$ cat config.mk
export PLATFORM = sky130hd
export DESIGN_NAME = downscale_ctrl
export DESIGN_NICKNAME = d
export VERILOG_FILES = /design/src/rtl/downscale_ctrl.sv
export SDC_FILE = /design/constraint.sdc
export NUM_CORES = 1
export LEC_CHECK = 0
export CORE_MARGIN = 2
export CORE_UTILIZATION = 27
export CTS_CLUSTER_DIAMETER = 30
export DETAILED_ROUTE_END_ITERATION = 16
export SLEW_MARGIN = 20
export SYNTH_ARGS = -nofsm -noshare
export SYNTH_HDL_FRONTEND = slang
export SYNTH_SLANG_ARGS = --single-unit
$ cat constraint.sdc
create_clock -name clk -period 12.6 [get_ports clk]
set_input_delay 1.26 -clock clk [delete_from_list [all_inputs] [get_ports clk]]
set_output_delay 1.26 -clock clk [all_outputs]
set_load 0.05 [all_outputs]
$ cat src/rtl/downscale_ctrl.sv
// Frame downscaler controller: 1:1 copy (zoom 2) or 2x2 block average (zoom 1)
// between a 1-cycle-latency source RAM and a ready-gated destination. Macro BLOCK_AVG_ROUND_EN selects round-half-up averaging.
module downscale_ctrl #(
    parameter int unsigned IMG_W = 160,
    parameter int unsigned IMG_H = 120
) (
    input  logic        clk,
    input  logic        reset,
    input  logic        start,
    input  logic [2:0]  zoom_level,
    output logic        busy,
    output logic        done,
    output logic        err,
    output logic        rd_en,
    output logic [14:0] rd_addr,
    input  logic [7:0]  rd_data,
    output logic        wr_en,
    output logic [14:0] wr_addr,
    output logic [7:0]  wr_data,
    input  logic        wr_ready
);
    localparam int unsigned AW    = 15;
    localparam int unsigned DW    = 8;
    localparam int unsigned ACC_W = 10;
    localparam int unsigned XW    = $clog2(IMG_W);
    localparam int unsigned YW    = $clog2(IMG_H);

    typedef enum logic [1:0] {S_IDLE, S_READ, S_WRITE, S_DONE} state_t;

    state_t            state, state_d;
    logic              mode_avg, mode_d;
    logic [XW-1:0]     xo, xo_d, wo_last;
    logic [YW-1:0]     yo, yo_d, ho_last;
    logic [1:0]        tap, tap_d, last_tap;
    logic [ACC_W-1:0]  acc, acc_d, acc_total;
    logic              rd_vld;
    logic              wr_first;
    logic [DW-1:0]     wr_hold, wr_hold_d, avg_c;
    logic              err_d;
    logic              zoom_ok, last_x, last_y;
    logic [AW-1:0]     row_c, col_c, wo_c, rd_addr_c, wr_addr_c;

    assign zoom_ok  = (zoom_level == 3'd1) || (zoom_level == 3'd2);
    assign last_tap = mode_avg ? 2'd3 : 2'd0;
    assign wo_last  = mode_avg ? XW'(IMG_W / 2 - 1) : XW'(IMG_W - 1);
    assign ho_last  = mode_avg ? YW'(IMG_H / 2 - 1) : YW'(IMG_H - 1);
    assign last_x   = (xo == wo_last);
    assign last_y   = (yo == ho_last);

    // rd_data belongs to the tap issued in the previous cycle
    assign acc_total = acc + (rd_vld ? ACC_W'(rd_data) : ACC_W'(0));

`ifdef BLOCK_AVG_ROUND_EN
    assign avg_c = mode_avg ? DW'((acc_total + ACC_W'(2)) >> 2) : DW'(acc_total);
`else
    assign avg_c = mode_avg ? DW'(acc_total >> 2) : DW'(acc_total);
`endif

    // The last tap lands in the first WRITE cycle, so that cycle forwards it; stalls then replay the held copy
    assign wr_data = wr_first ? avg_c : wr_hold;

    // State and datapath registers
    always_ff @(posedge clk or posedge reset) begin
        if (reset) begin
            state    <= S_IDLE;
            mode_avg <= 1'b0;
            xo       <= '0;
            yo       <= '0;
            tap      <= '0;
            acc      <= '0;
            rd_vld   <= 1'b0;
            wr_first <= 1'b0;
            wr_hold  <= '0;
            busy     <= 1'b0;
            done     <= 1'b0;
            err      <= 1'b0;
            rd_en    <= 1'b0;
            rd_addr  <= '0;
            wr_en    <= 1'b0;
            wr_addr  <= '0;
        end else begin
            state    <= state_d;
            mode_avg <= mode_d;
            xo       <= xo_d;
            yo       <= yo_d;
            tap      <= tap_d;
            acc      <= acc_d;
            rd_vld   <= rd_en;
            wr_first <= (state_d == S_WRITE) && (state != S_WRITE);
            wr_hold  <= wr_hold_d;
            busy     <= (state_d != S_IDLE);
            done     <= (state_d == S_DONE);
            err      <= err_d;
            rd_en    <= (state_d == S_READ);
            wr_en    <= (state_d == S_WRITE);
            if (state_d == S_READ)  rd_addr <= rd_addr_c;
            if (state_d == S_WRITE) wr_addr <= wr_addr_c;
        end
    end

    // Next-state logic
    always_comb begin
        state_d = state;
        case (state)
            S_IDLE:  if (start && zoom_ok) state_d = S_READ;
            S_READ:  if (tap == last_tap) state_d = S_WRITE;
            S_WRITE: if (wr_ready) state_d = (last_x && last_y) ? S_DONE : S_READ;
            S_DONE:  state_d = S_IDLE;
            default: state_d = S_IDLE;
        endcase
    end

    // Datapath and output next values
    always_comb begin
        mode_d    = mode_avg;
        xo_d      = xo;
        yo_d      = yo;
        tap_d     = tap;
        acc_d     = rd_vld ? acc_total : acc;
        wr_hold_d = wr_hold;
        err_d     = 1'b0;
        case (state)
            S_IDLE: begin
                if (start) begin
                    if (zoom_ok) begin
                        mode_d = (zoom_level == 3'd1);
                        xo_d   = '0;
                        yo_d   = '0;
                        tap_d  = '0;
                        acc_d  = '0;
                    end else begin
                        err_d = 1'b1;
                    end
                end
            end
            S_READ: tap_d = (tap == last_tap) ? 2'd0 : tap + 2'd1;
            S_WRITE: begin
                if (wr_first) wr_hold_d = avg_c;
                if (wr_ready) begin
                    acc_d = '0;
                    if (last_x) begin
                        xo_d = '0;
                        yo_d = yo + YW'(1);
                    end else begin
                        xo_d = xo + XW'(1);
                    end
                end
            end
            default: ;
        endcase

        row_c     = mode_d ? AW'({yo_d, 1'b0}) + AW'(tap_d[1]) : AW'(yo_d);
        col_c     = mode_d ? AW'({xo_d, 1'b0}) + AW'(tap_d[0]) : AW'(xo_d);
        rd_addr_c = row_c * AW'(IMG_W) + col_c;
        wo_c      = mode_d ? AW'(IMG_W / 2) : AW'(IMG_W);
        wr_addr_c = AW'(yo_d) * wo_c + AW'(xo_d);
    end
endmodule

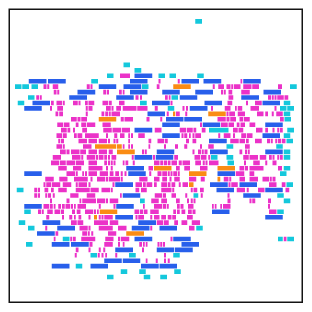
Fig. 1. Cell classes on the final placement (run 1).
Drawn at 2 px/um.
Key: blue = registers [cells 75]; orange = clock drivers and dummy loads [cells 15]; cyan = remaining buffers and delay cells [cells 61]; magenta = remaining logic cells [cells 496]
standard cell core area: 0.0196 sq mm
Layout Cell Area excl Fill: 0.00653 sq mm

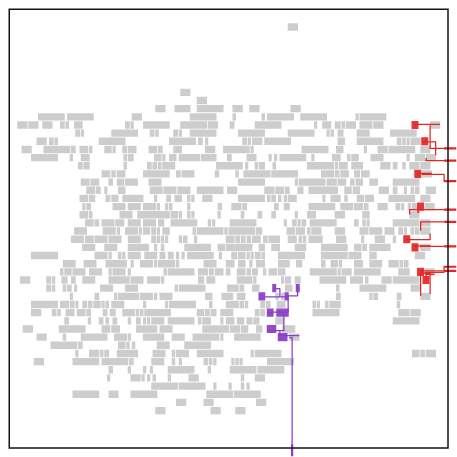
Fig. 2. Nets reached from selected ports (run 1).
Drawn at 3 px/um.
Key: red = `rd_data` [bits 8, direction input, end cells 8, buffers 8, wire 144 um]; purple = `wr_ready` [bits 1, direction input, end cells 9, buffers 1, wire 88.4 um]
number of I/O port buffers: 57
number of top-level pins: 58

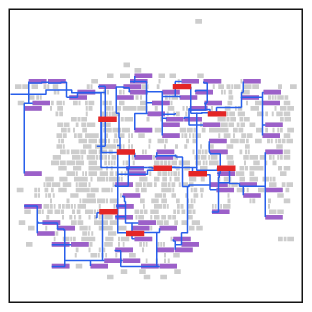
Fig. 3. Clock wires, drivers and flops (run 1).
Drawn at 2 px/um.
Key: red = clock-net drivers [count 9]; blue = clock wires [length 1220 um]; purple = flip-flops [count 75]
There are 10 routed clock nets.
insertion delay of the later-clocked pin in the worst-skew pair: 0.34 ns
Worst Clk Skew: 0.00733 ns
Clk power: 0.000254 W
Clock Power Share: 0.213

==> run summary, run 1 <==
Synthesis and PnR results.

- The layout has 45 inverters outside the clock class.
- The routed length per instance reads 13.8 um.
- Power spread over the standard cell area amounts to 183 mW/mm^2.
- The number of search-and-repair iterations in the first detailed-routing pass reads 4.
- The count of distinct cell types in the synthesized netlist reads 68.
- The final cell count without fillers is 912.
- The initial antenna violation count is 0.
- The post-placement worst setup slack reads 6.20 ns.
- Per the timing report, the most critical flop-to-flop path originates at mode_avg$_DFF_PP0_.
- The worst hold path belongs to the class reg2reg.
- The biggest slice of the total power is consumed by combinational logic.
- The start point of the critical path is wr_ready.
- The all-layer global routing usage is 0.123.
- The critical path contains buffers and inverters numbering 3 combined.
- The fraction of standard cell area that is sequential reads 0.288.
- The clock buffer count from CTS is 9.
- The internal power of the cells is 0.000662 W.
- After detailed routing, the met3 layer carries 565 um of wire.
- The top cell family by delay on the critical path is adder cells.
- The tree built by TritonCTS fans out to 75 sinks.
- The buffers inserted during post-CTS setup optimization reads 0.
- The worst ir drop on vdd reads 93.6 uV.
- The number of nets still failing antenna checks after routing reads 0.
- The switching power as a share of total power reads 0.445.
- The synthesis report lists the most area-consuming cells as sky130_fd_sc_hd__dfrtp_1 (35%), sky130_fd_sc_hd__ha_1 (14%), sky130_fd_sc_hd__nand2_1 (4.9%).
- The slew at the pin closest to its max-slew limit reads 0.964 ns.
- Entering global routing, the biggest net connects 76 pins.
- The number of antenna cells inserted is 0.
- The simple-gate share of the synthesized area is 0.174.
- The prevailing post-synth register cell is sky130_fd_sc_hd__dfrtp_1.
- The critical path maximum fanout is 9.
- The run finished with clean final reports.
- In this run the number of cells on the critical path is 22.
- The die area is 0.0212 sq mm.
- In the per-layer breakdown of the detailed-route log, met1 shows 5840 um.
- The detail-routed via count per cell is 4.61.
- The flop count reads 75.
- The synthesis run shows the most used standard cells to be sky130_fd_sc_hd__dfrtp_1 (75), sky130_fd_sc_hd__nand2_1 (71), sky130_fd_sc_hd__nor2_1 (61).
- Per the synthesis report, the XOR/XNOR share of the synthesized area is 0.0533.
- The slowest cell on the critical path reads sky130_fd_sc_hd__clkdlybuf4s50_1.
- The maximum clock frequency reads 0.163 GHz.
- The area of the mapped netlist is 0.00543 sq mm.
- Across the placement rows, the number of tap cells is 265.
- The sequential-cell power consumption is 0.000364 W.
- The flop and latch count out of synthesis is 75.
- The power of the combinational group is 0.000574 W.
- The clock tree from TritonCTS reads done.
- The top cell type's share of synthesized area reads 0.346.
- The H-tree was split into 3 levels.
- The registers of the reported paths see a clock transition of 0.06 ns.
- Routing resource usage on met3 recorded by global route was 0.0276.
- The post-synthesis compound-gate area fraction reads 0.147.
- The slack of the worst reg-to-reg path reads 6.90 ns.
- The number of max-cap violations is 0.
- The footprint of the flip-flops and latches is 0.00188 sq mm.
- The routed wire length is 12600 um.
- The total count of hold-check failures in the final report is 0.
- Detailed routing placed a total of 6000 um of wire on met2.
- The most common logic cell in the final layout is sky130_fd_sc_hd__dfrtp_1.
- The number of buffers other than clock buffers in the final layout is 61.
- The most heavily used metal layer in global routing reads met2.
- The fraction of the core area covered by cells at the end of the flow reads 0.333.
- The minimum setup slack in the final design reads 6.46 ns.
- The post-synthesis average cell area reads 9.12 sq um.
- Summed over all failing endpoints, the final setup total negative slack is 0 ns.
- The adder-cell share of the synthesized area reads 0.173.
- In the layout the commonest cells are sky130_fd_sc_hd__dfrtp_1 (75), sky130_fd_sc_hd__nand2_1 (71), sky130_fd_sc_hd__nor2_1 (61).
- In this run the vertical extent of the chip is 146 um.
- The relative max-transition margin is 0.357.
- The kind of launch point of the worst setup path reads an input pin.
- For this design the total switching power over the nets is 0.000530 W.
- Counting I/O delays and the setup requirement, the final critical path takes 6.14 ns.
- The final-stage net count is 727.
- STA classifies the critical path endpoint as a flip-flop.
- The via count of the routed design is 4207.
- The most instantiated library cell after synthesis is sky130_fd_sc_hd__dfrtp_1.
- For this run, asynchronously set or reset flops after synthesis account for 1.00.
- The worst path arrival time is 6.42 ns.
- The number of flops mapped to enable cells by yosys reads 0.
- The share of power burned in combinational logic is 0.481.
- Per the hold report, the tightest min-delay path originates at rd_en$_DFF_PP0_.
- The post-synth area from yosys stat is 0.00543 sq mm.
- The growth of design area from synthesis to finish reads 20.2%.
- The share of total power dissipated in sequential elements is 0.306.
- The design draws 0.00119 W.
- The count of pins over their slew limit is 0.
Fig. 4: run 1, cell placement
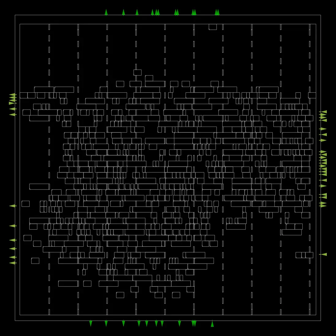

==> inputs of run 2 (changes only) <==
- clock period: 12.6 -> 6 ns (I/O delays scaled with it)
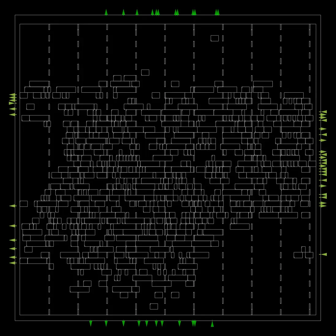
Fig. 5. Cell placement (run 2).
placement row count: 51
number of tap cells added at floorplan: 265
number of sequential storage elements: 75
Layout fillers: 2035
Util after Layout: 0.334

==> run 2 against run 1 <==
Net effect: register-to-register slack got worse by 6.1 ns; global-route usage is 0.056 points lower; combinational power up 110%; synthesized cell count stayed put; sequential power increased by 110%; largest power group unchanged; sequential share of layout area down 0.099 points; via count is 1.8% higher; worst hold slack gained 0.0057 ns; die size stayed put; worst setup slack lost 5.8 ns; largest cell class unchanged.
==> run summary, run 2 <==
Synthesis and PnR results.

- The run finished with clean final reports.
- The kind of launch point of the worst setup path reads an input pin.
- The number of clock sinks is 75 (unchanged).
- The buffering stage count on the worst path with inverters included reads 4 (+1).
- In the synthesized netlist, the cells that appear most often are sky130_fd_sc_hd__dfrtp_1 (75), sky130_fd_sc_hd__nand2_1 (71), sky130_fd_sc_hd__nor2_1 (61).
- The post-placement worst setup slack is 0.350 ns (-5.85 ns).
- The sequential-cell power consumption reads 0.000757 W (+110%).
- The net load switching power is 0.00112 W (+110%).
- The via count of the first global-routing pass reads 4093.
- The final-stage net count reads 730 (+0.41%).
- The kind of end point of the critical path reads a flip-flop.
- The clock tree from TritonCTS is done.
- The maximum number of pins on one net before global-route repair reads 76 (unchanged).
- For this run, the top clock speed supported by timing is 0.188 GHz.
- In the layout the commonest cells are sky130_fd_sc_hd__dfrtp_1 (75), sky130_fd_sc_hd__nand2_1 (71), sky130_fd_sc_hd__nor2_1 (61).
- The core area came to 0.0196 sq mm (unchanged).
- The buffers inserted during post-CTS setup optimization is 0 (unchanged).
- The number of buffers inserted by hold repair at cts is 0.
- The clock latency at the later pin of the worst-skew pair was 0.35 ns (about the same).
- The flow measured a signed area growth from synthesis to layout of 20.7%.
- The via count of the routed design came to 4281 (+1.8%).
- The placed wire-length estimate reads 9370 um.
- The clock-pin slew reported for the worst setup and hold paths after clock tree synthesis reads 0.06 ns (about the same).
- The slack of the worst reg-to-reg path reads 0.84 ns (-6.06 ns).
- The adder-cell share of the synthesized area is 0.173 (unchanged).
- The sequential fraction of design power is 0.300 (-0.006).
- The number of standard cells after synthesis reads 595.
- The number of cells in the design after placement reads 900.
- The clock buffer count from CTS reads 9 (unchanged).
- The routed length per instance reads 13.7 um (-0.57%).
- The number of flops mapped to enable cells by yosys is 0 (unchanged).
- The post-route setup TNS reads 0 ns (unchanged).
- The all-layer global routing usage is 0.123 (-0.000556).
- The flop and latch count out of synthesis reads 75 (unchanged).
- The relative max-transition margin reads 0.512 (+0.155).
- The worst-case clock skew is 0.00775 ns (+0.000417 ns).
- The count of pins over their slew limit was 0 (unchanged).
- The dominant power group is combinational logic.
- The number of search-and-repair iterations in the first detailed-routing pass is 5 (+1).
- The prevailing post-synth register cell is sky130_fd_sc_hd__dfrtp_1.
- The worst ir drop on vdd reads 206 uV (+120%).
- The switching power as a share of total power is 0.446 (+0.00107).
- The internal power of the cells is 0.00140 W (+110%).
- The number of I/O pins is 58 (unchanged).
- The slew at the pin closest to its max-slew limit is 0.724 ns (-0.240 ns).
- The total power divided by cell area was 385 mW/mm^2 (+110%).
- The number of buffers other than clock buffers in the final layout was 64 (+4.9%).
- The worst path arrival time is 5.62 ns (-0.80 ns).
- The vertical die dimension was 146 um (unchanged).
- The fraction of synthesis flops using an asynchronous set or reset pin is 1.00 (unchanged).
- The post-synthesis compound-gate area fraction is 0.147 (unchanged).
- The fraction of standard cell area that is sequential came to 0.287 (-0.000989).
- The worst register-to-register path begins at xo[0]$_DFF_PP0_.
- The initial antenna violation count came to 0 (unchanged).
- The post-synth area from yosys stat was 0.00543 sq mm (unchanged).
- The final timing report derives a shortest allowable period of 5.33 ns.
- The power after layout was 0.00252 W (+110%).
- The cell area after layout reads 0.00655 sq mm (+0.35%).
- The slowest cell on the critical path reads sky130_fd_sc_hd__or4b_4.
- The met3 demand-to-capacity share in global routing came to 0.0317 (+0.00408).
- The simple-gate share of the synthesized area reads 0.174 (unchanged).
- The number of H-tree levels is 3 (unchanged).
- By area the synthesized netlist is led by sky130_fd_sc_hd__dfrtp_1 (35%), sky130_fd_sc_hd__ha_1 (14%), sky130_fd_sc_hd__nand2_1 (4.9%).
- The highest fanout seen on the critical path is 20 (+11).
- The detail-routed via count per cell is 4.67 (+1.3%).
- The number of antenna cells inserted is 0 (unchanged).
- The routed wire length reads 12600 um (-0.14%).
- The worst hold path belongs to the class reg2reg.
- The post-synthesis xor/xnor area fraction reads 0.0533 (unchanged).
- Global routing put the most usage on met2.
- The proportion of power drawn by the clock network reads 0.221 (+0.008).
- The worst reg-to-reg path cell count is 22.
- The worst hold path begins at rd_en$_DFF_PP0_.
- The final cell count without fillers is 916 (+0.44%).
- The count of distinct cell types in the synthesized netlist reads 68 (unchanged).
- The post-synthesis average cell area is 9.12 sq um (unchanged).
- The footprint of the flip-flops and latches was 0.00188 sq mm (unchanged).
- The top cell family by delay on the critical path is adder cells.
- The die area reads 0.0212 sq mm (unchanged).
- The minimum setup slack in the final design is 0.669 ns (-5.79 ns).
No activity file was given, so power comes from the tool's default toggle rates.
